--- src/rtl/mapper_pkg.sv ---
// mapper_pkg
//   Shared types for the cartridge CPU write path: bus widths, the captured
//   write beat (addr/data) and the capture FSM state encoding.
package mapper_pkg;

    localparam int CPU_AW = 15;
    localparam int CPU_DW = 8;

    typedef struct packed {
        logic [CPU_AW-1:0] addr;
        logic [CPU_DW-1:0] data;
    } cpu_wr_t;

    typedef enum logic [1:0] {
        IDLE   = 2'd0,
        ARMED  = 2'd1,
        COMMIT = 2'd2,
        WAIT   = 2'd3
    } wr_state_e;

endpackage

--- src/rtl/sync_fifo.sv ---
// sync_fifo
//   Single-clock first-word-fall-through FIFO. dout shows the head entry
//   whenever empty=0. A push while full is accepted only if a pop happens in
//   the same cycle; a pop while empty is ignored.
// Ports
//   clk, rst     clock, asynchronous active-high reset
//   push, din    write request and data
//   pop          consume head (ignored when empty)
//   dout         head entry
//   full, empty  occupancy flags
//   count        number of stored entries (0..DEPTH)
module sync_fifo #(
    parameter int DEPTH = 4,
    parameter int WIDTH = 23
) (
    input  logic                       clk,
    input  logic                       rst,
    input  logic                       push,
    input  logic [WIDTH-1:0]           din,
    input  logic                       pop,
    output logic [WIDTH-1:0]           dout,
    output logic                       full,
    output logic                       empty,
    output logic [$clog2(DEPTH):0]     count
);

    localparam int AW = $clog2(DEPTH);

    logic [WIDTH-1:0] mem_q [DEPTH];
    logic [AW-1:0]    wr_ptr_q, wr_ptr_d;
    logic [AW-1:0]    rd_ptr_q, rd_ptr_d;
    logic [AW:0]      count_q, count_d;
    logic             push_ok, pop_ok;

    always_comb begin
        empty   = (count_q == '0);
        full    = (count_q == (AW+1)'(DEPTH));
        pop_ok  = pop & ~empty;
        push_ok = push & (~full | pop_ok);

        wr_ptr_d = wr_ptr_q;
        rd_ptr_d = rd_ptr_q;
        count_d  = count_q;
        if (push_ok) wr_ptr_d = wr_ptr_q + AW'(1);
        if (pop_ok)  rd_ptr_d = rd_ptr_q + AW'(1);
        case ({push_ok, pop_ok})
            2'b10:   count_d = count_q + (AW+1)'(1);
            2'b01:   count_d = count_q - (AW+1)'(1);
            default: count_d = count_q;
        endcase

        dout  = mem_q[rd_ptr_q];
        count = count_q;
    end

    always_ff @(posedge clk or posedge rst) begin
        if (rst) begin
            wr_ptr_q <= '0;
            rd_ptr_q <= '0;
            count_q  <= '0;
        end else begin
            wr_ptr_q <= wr_ptr_d;
            rd_ptr_q <= rd_ptr_d;
            count_q  <= count_d;
        end
    end

    // Storage is cleared on reset so the head outputs read zero when idle.
    always_ff @(posedge clk or posedge rst) begin
        if (rst) begin
            for (int i = 0; i < DEPTH; i++) mem_q[i] <= '0;
        end else if (push_ok) begin
            mem_q[wr_ptr_q] <= din;
        end
    end

endmodule

--- src/rtl/cpu_write_capture.sv ---
// cpu_write_capture
//   Samples the asynchronous cartridge CPU bus on clk, detects completed CPU
//   writes to $8000-$FFFF and queues them as addr/data beats for the mapper
//   register decode.
// Ports
//   clk, rst                  capture clock, asynchronous active-high reset
//   m2, romsel, cpu_rw_in     async CPU bus controls (romsel active low, rw 0=write)
//   cpu_addr_in, cpu_data_in  async CPU A14..A0 and D7..D0
//   wr_valid/wr_ready         downstream handshake for the head beat
//   wr_addr, wr_data          head beat contents (valid while wr_valid)
//   overflow                  sticky: a write was dropped on a full queue
//
// state  | meaning
// IDLE   | bus idle, waiting for a qualified write cycle to start
// ARMED  | qualified write in progress, counting m2-high clocks, tracking bus
// COMMIT | m2 fell after a long enough high phase, push shadow into queue
// WAIT   | hold off until m2 low and romsel high (also the post-reset state)
module cpu_write_capture
    import mapper_pkg::*;
#(
    parameter int SYNC_STAGES = 2,
    parameter int MIN_HIGH    = 3,
    parameter int FIFO_DEPTH  = 4
) (
    input  logic              clk,
    input  logic              rst,
    input  logic              m2,
    input  logic              romsel,
    input  logic              cpu_rw_in,
    input  logic [CPU_AW-1:0] cpu_addr_in,
    input  logic [CPU_DW-1:0] cpu_data_in,
    output logic              wr_valid,
    input  logic              wr_ready,
    output logic [CPU_AW-1:0] wr_addr,
    output logic [CPU_DW-1:0] wr_data,
    output logic              overflow
);

    localparam int HW = $clog2(MIN_HIGH + 1);
    localparam int SW = $clog2(SYNC_STAGES + 1);
    localparam int CW = $clog2(FIFO_DEPTH) + 1;

    logic [SYNC_STAGES-1:0] m2_sync_q, m2_sync_d;
    logic [SYNC_STAGES-1:0] romsel_sync_q, romsel_sync_d;
    logic [SYNC_STAGES-1:0] rw_sync_q, rw_sync_d;
    cpu_wr_t                bus_q, bus_d;
    cpu_wr_t                shadow_q, shadow_d;
    wr_state_e              state_q, state_d;
    logic [HW-1:0]          hcnt_q, hcnt_d;
    logic [SW-1:0]          settle_q, settle_d;
    logic                   overflow_q, overflow_d;

    logic    m2_s, romsel_s, rw_s, qual;
    logic    fifo_push, fifo_full, fifo_empty;
    cpu_wr_t fifo_dout;
    logic [CW-1:0] unused_fifo_count;

    always_comb begin
        m2_sync_d     = {m2_sync_q[SYNC_STAGES-2:0], m2};
        romsel_sync_d = {romsel_sync_q[SYNC_STAGES-2:0], romsel};
        rw_sync_d     = {rw_sync_q[SYNC_STAGES-2:0], cpu_rw_in};
        m2_s     = m2_sync_q[SYNC_STAGES-1];
        romsel_s = romsel_sync_q[SYNC_STAGES-1];
        rw_s     = rw_sync_q[SYNC_STAGES-1];
        qual     = m2_s & ~romsel_s & ~rw_s;

        bus_d.addr = cpu_addr_in;
        bus_d.data = cpu_data_in;

        // Reset leaves the synchronisers showing an idle bus; this down-counter
        // keeps WAIT closed until the chain carries real samples, so a write
        // already in progress at reset release is never mistaken for a fresh one.
        settle_d = (settle_q != '0) ? settle_q - SW'(1) : settle_q;

        state_d  = state_q;
        hcnt_d   = hcnt_q;
        shadow_d = shadow_q;
        case (state_q)
            IDLE: begin
                if (qual) begin
                    state_d  = ARMED;
                    hcnt_d   = HW'(1);
                    shadow_d = bus_q;
                end
            end
            ARMED: begin
                if (!m2_s) begin
                    state_d = (hcnt_q >= HW'(MIN_HIGH)) ? COMMIT : IDLE;
                end else if (!qual) begin
                    state_d = IDLE;
                end else begin
                    if (hcnt_q != HW'(MIN_HIGH)) hcnt_d = hcnt_q + HW'(1);
                    shadow_d = bus_q;
                end
            end
            COMMIT: state_d = WAIT;
            WAIT: begin
                if (!m2_s && romsel_s && settle_q == '0) state_d = IDLE;
            end
            default: state_d = IDLE;
        endcase

        fifo_push = (state_q == COMMIT);
        // Full implies non-empty, so wr_ready alone says whether a pop frees a slot.
        overflow_d = overflow_q | (fifo_push & fifo_full & ~wr_ready);

        wr_valid = ~fifo_empty;
        wr_addr  = fifo_dout.addr;
        wr_data  = fifo_dout.data;
        overflow = overflow_q;
    end

    always_ff @(posedge clk or posedge rst) begin
        if (rst) begin
            m2_sync_q     <= '0;
            romsel_sync_q <= '1;
            rw_sync_q     <= '1;
            bus_q         <= '0;
            shadow_q      <= '0;
            state_q       <= WAIT;
            hcnt_q        <= '0;
            settle_q      <= SW'(SYNC_STAGES);
            overflow_q    <= 1'b0;
        end else begin
            m2_sync_q     <= m2_sync_d;
            romsel_sync_q <= romsel_sync_d;
            rw_sync_q     <= rw_sync_d;
            bus_q         <= bus_d;
            shadow_q      <= shadow_d;
            state_q       <= state_d;
            hcnt_q        <= hcnt_d;
            settle_q      <= settle_d;
            overflow_q    <= overflow_d;
        end
    end

    sync_fifo #(
        .DEPTH (FIFO_DEPTH),
        .WIDTH ($bits(cpu_wr_t))
    ) u_fifo (
        .clk   (clk),
        .rst   (rst),
        .push  (fifo_push),
        .din   (shadow_q),
        .pop   (wr_ready),
        .dout  (fifo_dout),
        .full  (fifo_full),
        .empty (fifo_empty),
        .count (unused_fifo_count)
    );

endmodule
--- config.mk ---
export PLATFORM = sky130hd
export DESIGN_NAME = cpu_write_capture
export DESIGN_NICKNAME = d
export VERILOG_FILES = /design/src/rtl/mapper_pkg.sv /design/src/rtl/sync_fifo.sv /design/src/rtl/cpu_write_capture.sv
export SDC_FILE = /design/constraint.sdc
export NUM_CORES = 1
export LEC_CHECK = 0
export CORE_MARGIN = 8
export CORE_UTILIZATION = 52
export DETAILED_ROUTE_END_ITERATION = 8
export GPL_ROUTABILITY_DRIVEN = 0
export PLACE_DENSITY = 0.84
export SLEW_MARGIN = 25
export SYNTH_ARGS = -nofsm -noshare
export SYNTH_HDL_FRONTEND = slang
export SYNTH_SLANG_ARGS = --single-unit
--- constraint.sdc ---
create_clock -name clk -period 4.36 [get_ports clk]
set_clock_uncertainty 0.1 [all_clocks]
set_input_delay 0.436 -clock clk [delete_from_list [all_inputs] [get_ports clk]]
set_output_delay 0.436 -clock clk [all_outputs]
set_load 0.05 [all_outputs]
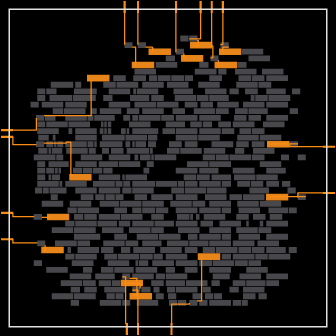
Figure 1: nets reached from selected ports.
- orange: `cpu_addr_in` (bits 15; direction input; edge 6 top, 4 left, 3 bottom, 2 right; end cells 15; buffers 15; wire 390 µm)
I/O pin count: 54
I/O Buffers: 53

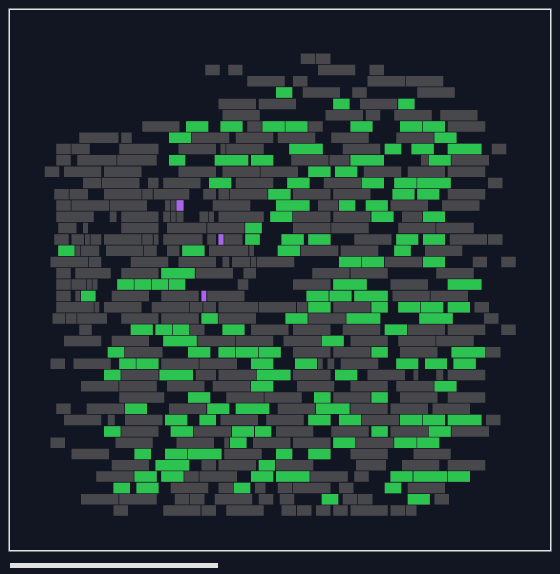
Figure 2: selected gate families.
Bar = 50 µm.
- purple: nand cells (cells 3; most used nand2_1)
- green: mux cells (cells 141; most used mux2_4)
most frequent logic cell in the layout: dfrtp_1
logic share of the area: 32.3%

==> metrics.csv <==
metric;value;unit
async_flop_share;100;%
drv_slew;0;
crit_path_start_kind;flop;
core_util_floorplan;53.4;%
routed_wl;11.9;mm
fp.dieW;130;µm
drive_gt1_share;43.8;%
holdWs;0.247;ns
post-route-min-period;3.27;ns
drc;0;
antenna_found_initial;0;
max_stage_delay;0.95;ns
gr-usage-all-layers;15.6;%
syn_to_final_growth;18.0;%
dp_hpwl;7.27;mm
endpoint_kind;primary output;
cp_data_arrival_time;2.73;ns
hold_viol;0;
edf_count;0;
status;finished, final reports clean;
rsz0062_at_grt;no;
worst_pin_slew;0.943;ns
setup_violations;0;
die_area;16900;µm²
clk_path_buf_depth;2;
cp_slowest_cell;dfrtp_2;
grt_max_degree;93;
final_nets;467;
first_pass_iters;4;
core_region_area;12700;µm²
ys_cells;372;
first_iter_violations;197;
final_cell_mix;dfrtp_1, mux2_4, clkdlybuf4s50_1, mux2_2, mux4_2;
cts_setup_buffers;0;
fillCellCount;897;
syn_area;6760;µm²
rows;41;
cts_tree;built;
antenna_cells;0;
cts.sinks;158;
timing.fmax;306;MHz
warning_count;29;
rrSetupSlack;1.70;ns
h-tree-depth;4;
post_cts_resized;0;
yosysWarningCount;0;
avgRoutedWirePerCell;19.4;µm
grt-ovfl-total;0;
die_h;130;µm
cp_max_fo;25;
==> worst min path at each step <==
stage,startpoint,endpoint,slack [ns],depth (start not counted)
finish,rst,shadow_q[21],0.25,2
global route,rst,u_fifo.mem_q[24],0.26,2
CTS,rst,shadow_q[21],0.24,2
detailed placement,m2_sync_q[0],m2_sync_q[1],0.24,0
global placement,m2_sync_q[0],m2_sync_q[1],0.24,0
floorplan,m2_sync_q[0],m2_sync_q[1],0.23,0
==> where the power goes <==
group	internal (W)	leakage, nW	switching, W	total [W]
clock network	0.000900	0.291	0.000541	0.00144
registers	0.00196	1.99	0.000451	0.00242
logic	0.00124	1.26	0.00104	0.00228
==> kinds of logic after synthesis <==
| group | Yosys count | synth area share, % |
|---|---|---|
| AOI/OAI and AO/OA | 9 | 0.962 |
| DFF | 158 | 58.6 |
| xor gates and xnor gates | 7 | 0.906 |
| and+or+nand+nor | 16 | 2.02 |
| muxes | 141 | 31.7 |
| adders and majority gates | 8 | 1.59 |
| buffers and inverters | 33 | 4.24 |
==> cell usage after synthesis, drive strengths merged, types with 2 or more instances <==
cell type | instances | area share [%]
mux4 | 23 | 7.7
a21oi | 2 | 0.15
nor2 | 4 | 0.22
buf | 19 | 3.5
mux2i | 2 | 0.30
nor4b | 2 | 0.70
xor2 | 3 | 0.39
ha | 7 | 1.3
nor4bb | 4 | 0.59
nand2 | 2 | 0.11
xnor2 | 4 | 0.52
inv | 11 | 0.61
dfstp | 7 | 2.7
a31o | 2 | 0.26
dfrtp | 151 | 56
clkbuf | 3 | 0.17
mux2 | 116 | 24
==> cell type report <==
| cell class | instances | area, µm² | share of cell area (%) |
|---|---|---|---|
| tap | 172 | 215 | 2.70 |
| inverter | 11 | 45.0 | 0.564 |
| clock inverter | 7 | 85.1 | 1.07 |
| multi-input combinational | 181 | 2570 | 32.3 |
| clock buffer | 25 | 495 | 6.21 |
| timing repair buffer | 61 | 603 | 7.55 |
| sequential | 158 | 3960 | 49.7 |
==> state kept, by name, indices dropped and copies added, names as in the netlist, named ones only <==
| name | flops |
|---|---|
| u_fifo.mem_q | 92 |
| bus_q | 23 |
| shadow_q | 23 |
| u_fifo.count | 3 |
| hcnt_q | 2 |
| m2_sync_q | 2 |
| romsel_sync_q | 2 |
| rw_sync_q | 2 |
| settle_q | 2 |
| u_fifo.rd_ptr_q | 2 |
| u_fifo.wr_ptr_q | 2 |
| overflow | 1 |
| state_q | 1 |
==> metal layers <==
layer	global-route usage, %	vias to the layer above	share of wire [%]	wire (µm)
met2	25.1	51	50	5990
met4	4.51	0	0.81	97
met5	0	-	0	0
li1	-	1447	-	-
met1	20.1	1728	45	5390
met3	4.81	8	3.6	429
==> stage by stage <==
stage | area, µm² | std cells | power (W) | worst slack (ns) | util, %
after floorplan | 6770 | 372 | 0.00410 | 1.83 | -
after global placement | 7400 | 583 | 0.00462 | 1.42 | 58.4
after detailed placement | 7400 | 583 | 0.00473 | 1.27 | 58.4
after CTS | 7980 | 615 | 0.00620 | 1.03 | 63.0
after global routing | 7980 | 615 | 0.00644 | 0.951 | 63.0
final | 7980 | 615 | 0.00614 | 1.09 | 63.0
No activity file was given, so power comes from the tool's default toggle rates.
